$ cat config.mk
export PLATFORM = sky130hd
export DESIGN_NAME = down_timer32
export DESIGN_NICKNAME = d
export VERILOG_FILES = /design/src/rtl/down_timer_pkg.sv /design/src/rtl/tick_gen.sv /design/src/rtl/down_timer32.sv
export SDC_FILE = /design/constraint.sdc
export NUM_CORES = 1
export LEC_CHECK = 0
export ABC_CLOCK_PERIOD_IN_PS = 2870
export CAP_MARGIN = 20
export CORE_UTILIZATION = 53
export CTS_BUF_LIST = sky130_fd_sc_hd__clkbuf_2
export DETAILED_ROUTE_END_ITERATION = 12
export HOLD_SLACK_MARGIN = 0.05
export PLACE_DENSITY_LB_ADDON = 0.15
export SYNTH_ARGS = -nofsm -noshare
export SYNTH_HDL_FRONTEND = slang
export SYNTH_HIERARCHICAL = 1
export SYNTH_SLANG_ARGS = --single-unit
$ cat constraint.sdc
create_clock -name clk -period 2.87 [get_ports clk]
set_clock_uncertainty 0.2 [all_clocks]
set_input_delay 0.287 -clock clk [delete_from_list [all_inputs] [get_ports clk]]
set_output_delay 0.287 -clock clk [all_outputs]
set_load 0.02 [all_outputs]
$ cat src/rtl/down_timer_pkg.sv
// Shared encodings for the loadable 32-bit down-timer: FSM states and the
// byte-select values used by the LED readout.
package down_timer_pkg;

    typedef enum logic [1:0] {
        ST_IDLE    = 2'd0,
        ST_RUN     = 2'd1,
        ST_EXPIRED = 2'd2
    } state_t;

    localparam logic [1:0] SEL_B0 = 2'd0;
    localparam logic [1:0] SEL_B1 = 2'd1;
    localparam logic [1:0] SEL_B2 = 2'd2;
    localparam logic [1:0] SEL_B3 = 2'd3;

endpackage

$ cat src/rtl/tick_gen.sv
// Prescaler: counts enabled cycles 0..PRESCALE-1 and flags the last one as a tick.
// Holds its count while en is low; clr forces it back to zero.
module tick_gen #(
    parameter int PRESCALE = 1
) (
    input  logic clk,
    input  logic rst,
    input  logic clr,
    input  logic en,
    output logic tick
);

    localparam int PW = (PRESCALE > 1) ? $clog2(PRESCALE) : 1;
    localparam logic [PW-1:0] LAST = PW'(PRESCALE - 1);

    logic [PW-1:0] cnt;

    assign tick = en && !clr && (cnt == LAST);

    always_ff @(posedge clk) begin
        if (!rst) begin
            cnt <= '0;
        end else if (clr) begin
            cnt <= '0;
        end else if (en) begin
            cnt <= tick ? '0 : cnt + PW'(1);
        end
    end

endmodule

$ cat src/rtl/down_timer32.sv
// Loadable 32-bit down-counter / interval timer with one-shot and auto-reload
// modes, a done pulse at terminal count, and a byte-select LED readout.
module down_timer32
    import down_timer_pkg::*;
#(
    parameter int PRESCALE = 1
) (
    input  logic        clk,
    input  logic        rst,
    input  logic        load,
    input  logic [31:0] load_val,
    input  logic        en,
    input  logic        mode,
    input  logic [1:0]  sel,
    output logic [31:0] q,
    output logic [7:0]  led,
    output logic        done,
    output logic        busy
);

    state_t      state;
    logic [31:0] reload;
    logic        tick;
    logic        pre_clr;
    logic        pre_en;

    // Prescaler restarts from zero on every load and whenever the timer is not running.
    assign pre_clr = load || (state != ST_RUN);
    assign pre_en  = en && (state == ST_RUN);

    tick_gen #(
        .PRESCALE(PRESCALE)
    ) u_tick_gen (
        .clk (clk),
        .rst (rst),
        .clr (pre_clr),
        .en  (pre_en),
        .tick(tick)
    );

    always_ff @(posedge clk) begin
        if (!rst) begin
            state  <= ST_IDLE;
            q      <= '0;
            reload <= '0;
            done   <= 1'b0;
            busy   <= 1'b0;
        end else begin
            done <= 1'b0;
            if (load) begin
                q      <= load_val;
                reload <= load_val;
                state  <= ST_IDLE;
                busy   <= 1'b0;
            end else begin
                case (state)
                    ST_IDLE: begin
                        if (en && (q != 32'd0)) begin
                            state <= ST_RUN;
                            busy  <= 1'b1;
                        end
                    end
                    ST_RUN: begin
                        if (tick) begin
                            // Terminal tick: periodic mode skips zero by reloading directly.
                            if (q == 32'd1) begin
                                done <= 1'b1;
                                if (mode) begin
                                    q <= reload;
                                end else begin
                                    q     <= '0;
                                    state <= ST_EXPIRED;
                                    busy  <= 1'b0;
                                end
                            end else if (q != 32'd0) begin
                                q <= q - 32'd1;
                            end
                        end
                    end
                    ST_EXPIRED: begin
                        q    <= '0;
                        busy <= 1'b0;
                    end
                    default: begin
                        state <= ST_IDLE;
                        busy  <= 1'b0;
                    end
                endcase
            end
        end
    end

    always_comb begin
        led = q[7:0];
        case (sel)
            SEL_B0:  led = q[7:0];
            SEL_B1:  led = q[15:8];
            SEL_B2:  led = q[23:16];
            SEL_B3:  led = q[31:24];
            default: led = q[7:0];
        endcase
    end

endmodule

Figure 1. The clock network (run 1).
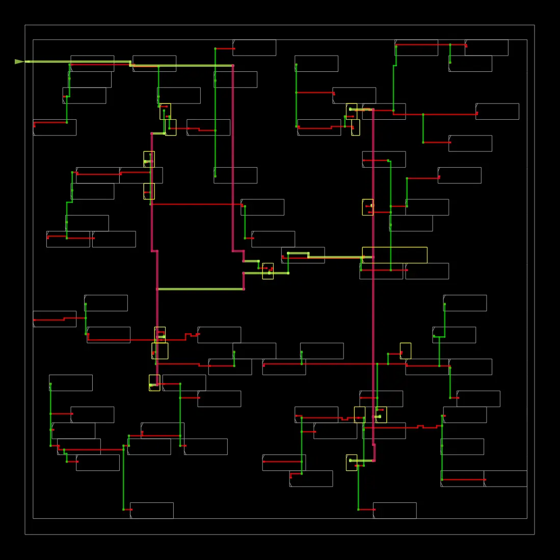
sequential cell count: 69
clk latency late pin: 0.52 ns
Clock Power: 0.552 mW
Clock buffer cells: 11
number of buffers inserted during clock tree synthesis: 9

Figure 2. Supply network (run 1).
Scale: 4 px per µm. Pins as bars on the die edge. Tap cells in gray.
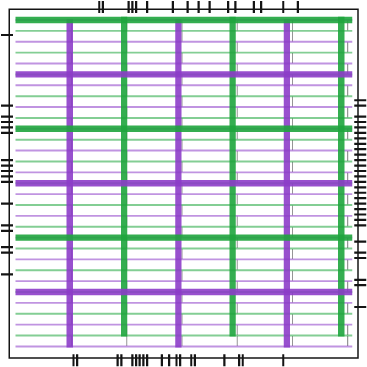
legend:
  green:
    net: VDD
  purple:
    net: VSS
met4 straps: 6
met5 straps: 6
die outline height: 86.83 µm
Peak VDD IR: 241.7 µV

Figure 3. Met3 routing (run 1).
Scale: 3 px per µm.
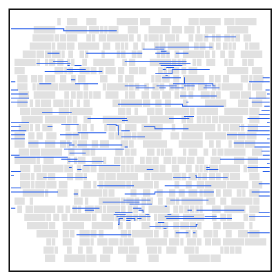
longest straight run: 21.6 µm
share of all routed wire: 8.6%
wire length on this layer: 1,010 µm
nets with wire on the layer: 106
main direction: horizontal

-- run 1: logic make-up (layout without fill, tap and decap cells) --
| kind of cell | after synthesis | in the layout | synth area share |
|---|---|---|---|
| AND/OR/NAND/NOR | 183 | 183 | 0.2428 |
| multiplexers | 14 | 14 | 0.06299 |
| buffers and inverters | 43 | 135 | 0.04626 |
| adder cells (fa/ha/maj) | 2 | 2 | 0.006561 |
| XOR/XNOR | 19 | 19 | 0.04364 |
| flip-flops | 69 | 69 | 0.3622 |
| AND-OR/OR-AND | 149 | 149 | 0.2356 |
-- run 1: final cells by class --
| class | count | area [µm²] |
|---|---|---|
| Clock inverter | 5 | 51.30 |
| Tap cell | 96 | 120.1 |
| Timing Repair Buffer | 114 | 1054 |
| Inverter | 5 | 18.77 |
| Fill cell | 572 | 1919 |
| Multi-Input combinational cell | 367 | 2270 |
| Clock buffer | 11 | 55.05 |
| Sequential cell | 69 | 1381 |
-- run 1: where the power goes --
| group | switching, mW | total (mW) | internal, mW | leakage (nW) |
|---|---|---|---|---|
| clock network | 0.349 | 0.552 | 0.203 | 0.0694 |
| registers | 0.0617 | 1.08 | 1.02 | 0.569 |
| logic | 0.333 | 0.624 | 0.291 | 1.23 |
-- run 1: stage by stage --
stage	power [mW]	util	instance area [µm²]	hold WS, ns
finish	2.256	0.7206	4950	0.1145
global route	2.348	0.7206	4950	0.1350
CTS	2.254	0.7177	4930	0.1005
detailed placement	1.710	0.7007	4813	0.2575
global placement	1.698	0.7007	4813	0.2533
floorplan	1.440	-	3814	0.2342
-- run 1: repair_timing --
item,4_1_cts,5_1_grt
gates resized,0,1
hold buffers,1,0
setup endpoints to repair,0,27
setup buffers,0,2
endpoints found under the hold margin,1,0
==> out/metrics.csv, run 1 <==
metric;value;unit
status;completed;
mapped cell area;3814;µm²
cell family with most CP delay;simple AND/OR/NAND/NOR gates;
Detailed Routing Iterations Pass 1;5;
DRC marker count from the first detailed-route iteration;375;
Post-Place Setup Slack;0.1113;ns
overall chip area;7539;µm²
number of cells produced by synthesis;479;
most frequent logic cell in the layout;sky130_fd_sc_hd__clkdlybuf4s50_1;
worst hold path endpoint;reload[3]$_SDFFE_PN0P_;
kind of path behind the tightest hold check;input port to flip-flop;
worst relative slew slack;0.6634;
Final Hold Violating Endpoints;0;
f_max;366.4;MHz
share of synthesized registers carrying an async set or reset;0;
Worst Setup SP;q[27]$_SDFFE_PN0P_;
most frequently placed logic cells in the final layout;sky130_fd_sc_hd__clkdlybuf4s50_1, sky130_fd_sc_hd__dfxtp_1, sky130_fd_sc_hd__nand2_1, sky130_fd_sc_hd__a21oi_1, sky130_fd_sc_hd__o21ai_0;
maxcap violations;0;
portion of the post-synthesis area used by sequential elements;0.3622;
Largest regs;q x32, reload x32, state x2;
ports placed on the boundary;81;
type of origin of the critical path;flip-flop;
flop and latch count out of synthesis;69;
largest buffer count on any clock path;2;
longest individual stage delay on the worst path;0.55;ns
pin count of the biggest net entering global routing;53;
number of stages on the worst hold path;3;
area overhead of the layout relative to synthesis;29.79;%
core utilization at floorplan;0.5552;
residual DRC count;0;
number of antenna violations at the first check in global routing;0;
yosys stat chip area;3814;µm²
worst-path cell with the longest stage delay;sky130_fd_sc_hd__or4_1;
most numerous cell on the critical path;sky130_fd_sc_hd__buf_4;
share of post-route cells with drive strength above 1;0.1138;
synthesized area per cell;7.962;µm²
RR Startpoint;q[27]$_SDFFE_PN0P_;
routing usage on met3;0.04381;
number of non-filler instances in the completed layout;667;
--- run 2 (diff from run 1) ---
--- a/config.mk
+++ b/config.mk
@@ -16,3 +16,4 @@
 export SYNTH_HDL_FRONTEND = slang
 export SYNTH_HIERARCHICAL = 1
 export SYNTH_SLANG_ARGS = --single-unit
+export TNS_END_PERCENT = 20
==> run 2 against run 1 <==
Effect of this change:
- highest routed layer unchanged
- combinational power about the same
- global-route usage is the same
- sequential power barely moved
==> out/metrics.csv, run 2 <==
metric;value;unit;change
share of synthesized registers carrying an async set or reset;0;;unchanged
most frequently placed logic cells in the final layout;sky130_fd_sc_hd__clkdlybuf4s50_1, sky130_fd_sc_hd__dfxtp_1, sky130_fd_sc_hd__nand2_1, sky130_fd_sc_hd__a21oi_1, sky130_fd_sc_hd__o21ai_0;;
residual DRC count;0;;unchanged
Final Hold Violating Endpoints;0;;unchanged
number of buffers inserted during clock tree synthesis;9;;unchanged
FF/Latch Area;1381;µm²;unchanged
number of antenna violations at the first check in global routing;0;;unchanged
ports placed on the boundary;81;;unchanged
simple-gate portion of the synthesized area;0.2428;;unchanged
clk latency late pin;0.52;ns;about the same
maxcap violations;0;;unchanged
Post-Place Setup Slack;0.1113;ns;unchanged
largest buffer count on any clock path;2;;unchanged
status;completed;;
post-detailed-placement cell area;4813;µm²;unchanged
number of cells produced by synthesis;479;;unchanged
area overhead of the layout relative to synthesis;29.79;%;unchanged
longest individual stage delay on the worst path;0.55;ns;about the same
core utilization at floorplan;0.5552;;unchanged
post-route design area;4950;µm²;unchanged
Peak VDD IR;241.7;µV;unchanged
pin count of the biggest net entering global routing;53;;unchanged
number of non-filler instances in the completed layout;667;;unchanged
yosys stat chip area;3814;µm²;unchanged
Worst Setup SP;q[27]$_SDFFE_PN0P_;;
type of origin of the critical path;flip-flop;;
Adder Share, Synth;0.006562;;unchanged
RR Startpoint;q[27]$_SDFFE_PN0P_;;
most numerous cell on the critical path;sky130_fd_sc_hd__buf_4;;
worst-path cell with the longest stage delay;sky130_fd_sc_hd__or4_1;;
worst relative slew slack;0.6634;;unchanged
cell family with most CP delay;simple AND/OR/NAND/NOR gates;;
portion of the post-synthesis area used by sequential elements;0.3622;;unchanged
power after layout;2.256;mW;unchanged
post-synthesis xor/xnor area fraction;0.04364;;unchanged
overall chip area;7539;µm²;unchanged
==> run 2: cell counts after synthesis <==
Identical to the previous run, type by type.
==> run 2: layout make-up <==
class	instances	area share
clock inverters	5	0.01036
repair buffers	114	0.2128
well taps	96	0.02427
inverters	5	0.003792
multi-input cells	367	0.4585
clock buffers	11	0.01112
flip-flops and latches	69	0.2791
==> run 2: report_power, final <==
part / internal, mW / switching (mW) / total [mW]
Sequential: 1.02 / 0.0617 / 1.08
Combinational: 0.291 / 0.333 / 0.624
Clock: 0.203 / 0.349 / 0.552
Total: 1.51 / 0.744 / 2.26
==> run 2: repair_timing <==
action | CTS | global route
endpoints found under the setup margin | 0 | 27
hold buffers | 1 | 0
hold endpoints to repair | 1 | 0
resized | 0 | 1
setup buffers | 0 | 2
==> run 2: worst reg2reg max path: stages, from the launching register on <==
cell and delay (ns):
sky130_fd_sc_hd__dfxtp_1 0.34, sky130_fd_sc_hd__or4_1 0.55, sky130_fd_sc_hd__or3b_4 0.43, sky130_fd_sc_hd__nor4_1 0.31
sky130_fd_sc_hd__buf_4 0.18, sky130_fd_sc_hd__a31oi_4 0.10, sky130_fd_sc_hd__buf_4 0.23, sky130_fd_sc_hd__o21ai_0 0.20
sky130_fd_sc_hd__a31oi_1 0.08
==> run 2: final timing paths <==
path                                           endpoint  slack, ns  depth (start not counted)
worst max-delay path                 q[27]$_SDFFE_PN0P_       0.14                          8
worst min-delay path             reload[3]$_SDFFE_PN0P_       0.11                          3
worst min register to register  reload[26]$_SDFFE_PN0P_       0.28                          2
worst max register to register       q[27]$_SDFFE_PN0P_       0.14                          8
==> run 2: kinds of logic after synthesis <==
logic type / Yosys count
DFF: 69
buffers and inverters: 43
and+or+nand+nor: 183
AOI/OAI and AO/OA: 149
muxes: 14
adders and majority gates: 2
xor gates and xnor gates: 19
Figure 4. The clock network (run 2).
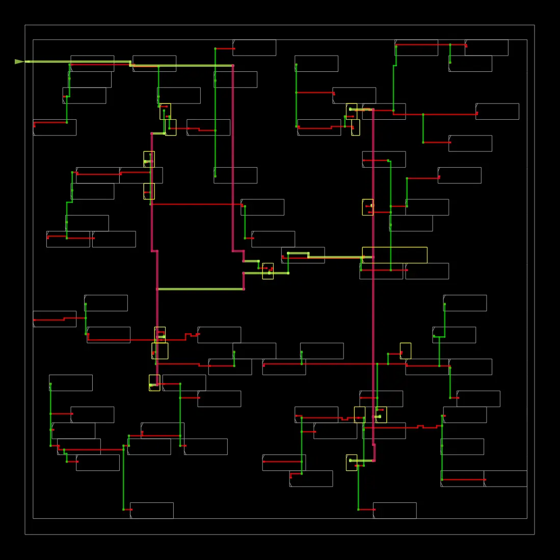
clock sink count: 69

Figure 5. Wiring by layer (run 2).
Scale: 4 px per µm.
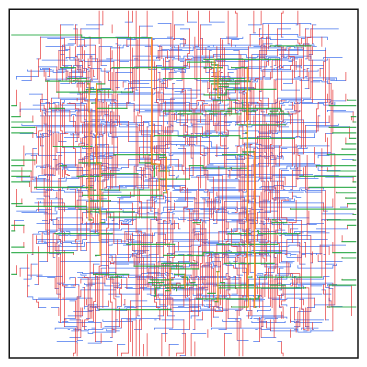
legend:
  orange:
    layer: met4
    wire_length: 256 µm
  red:
    layer: met2
    wire_length: 5,430 µm
  blue:
    layer: met1
    wire_length: 4,980 µm
  green:
    layer: met3
    wire_length: 1,010 µm
Total Routed Length: 11,670 µm
via total after detailed routing: 4,130
routed wirelength normalized by instance count: 17.50 µm
combined global-route utilization of all metal layers: 0.3177

Power and IR drop assume default switching activity.
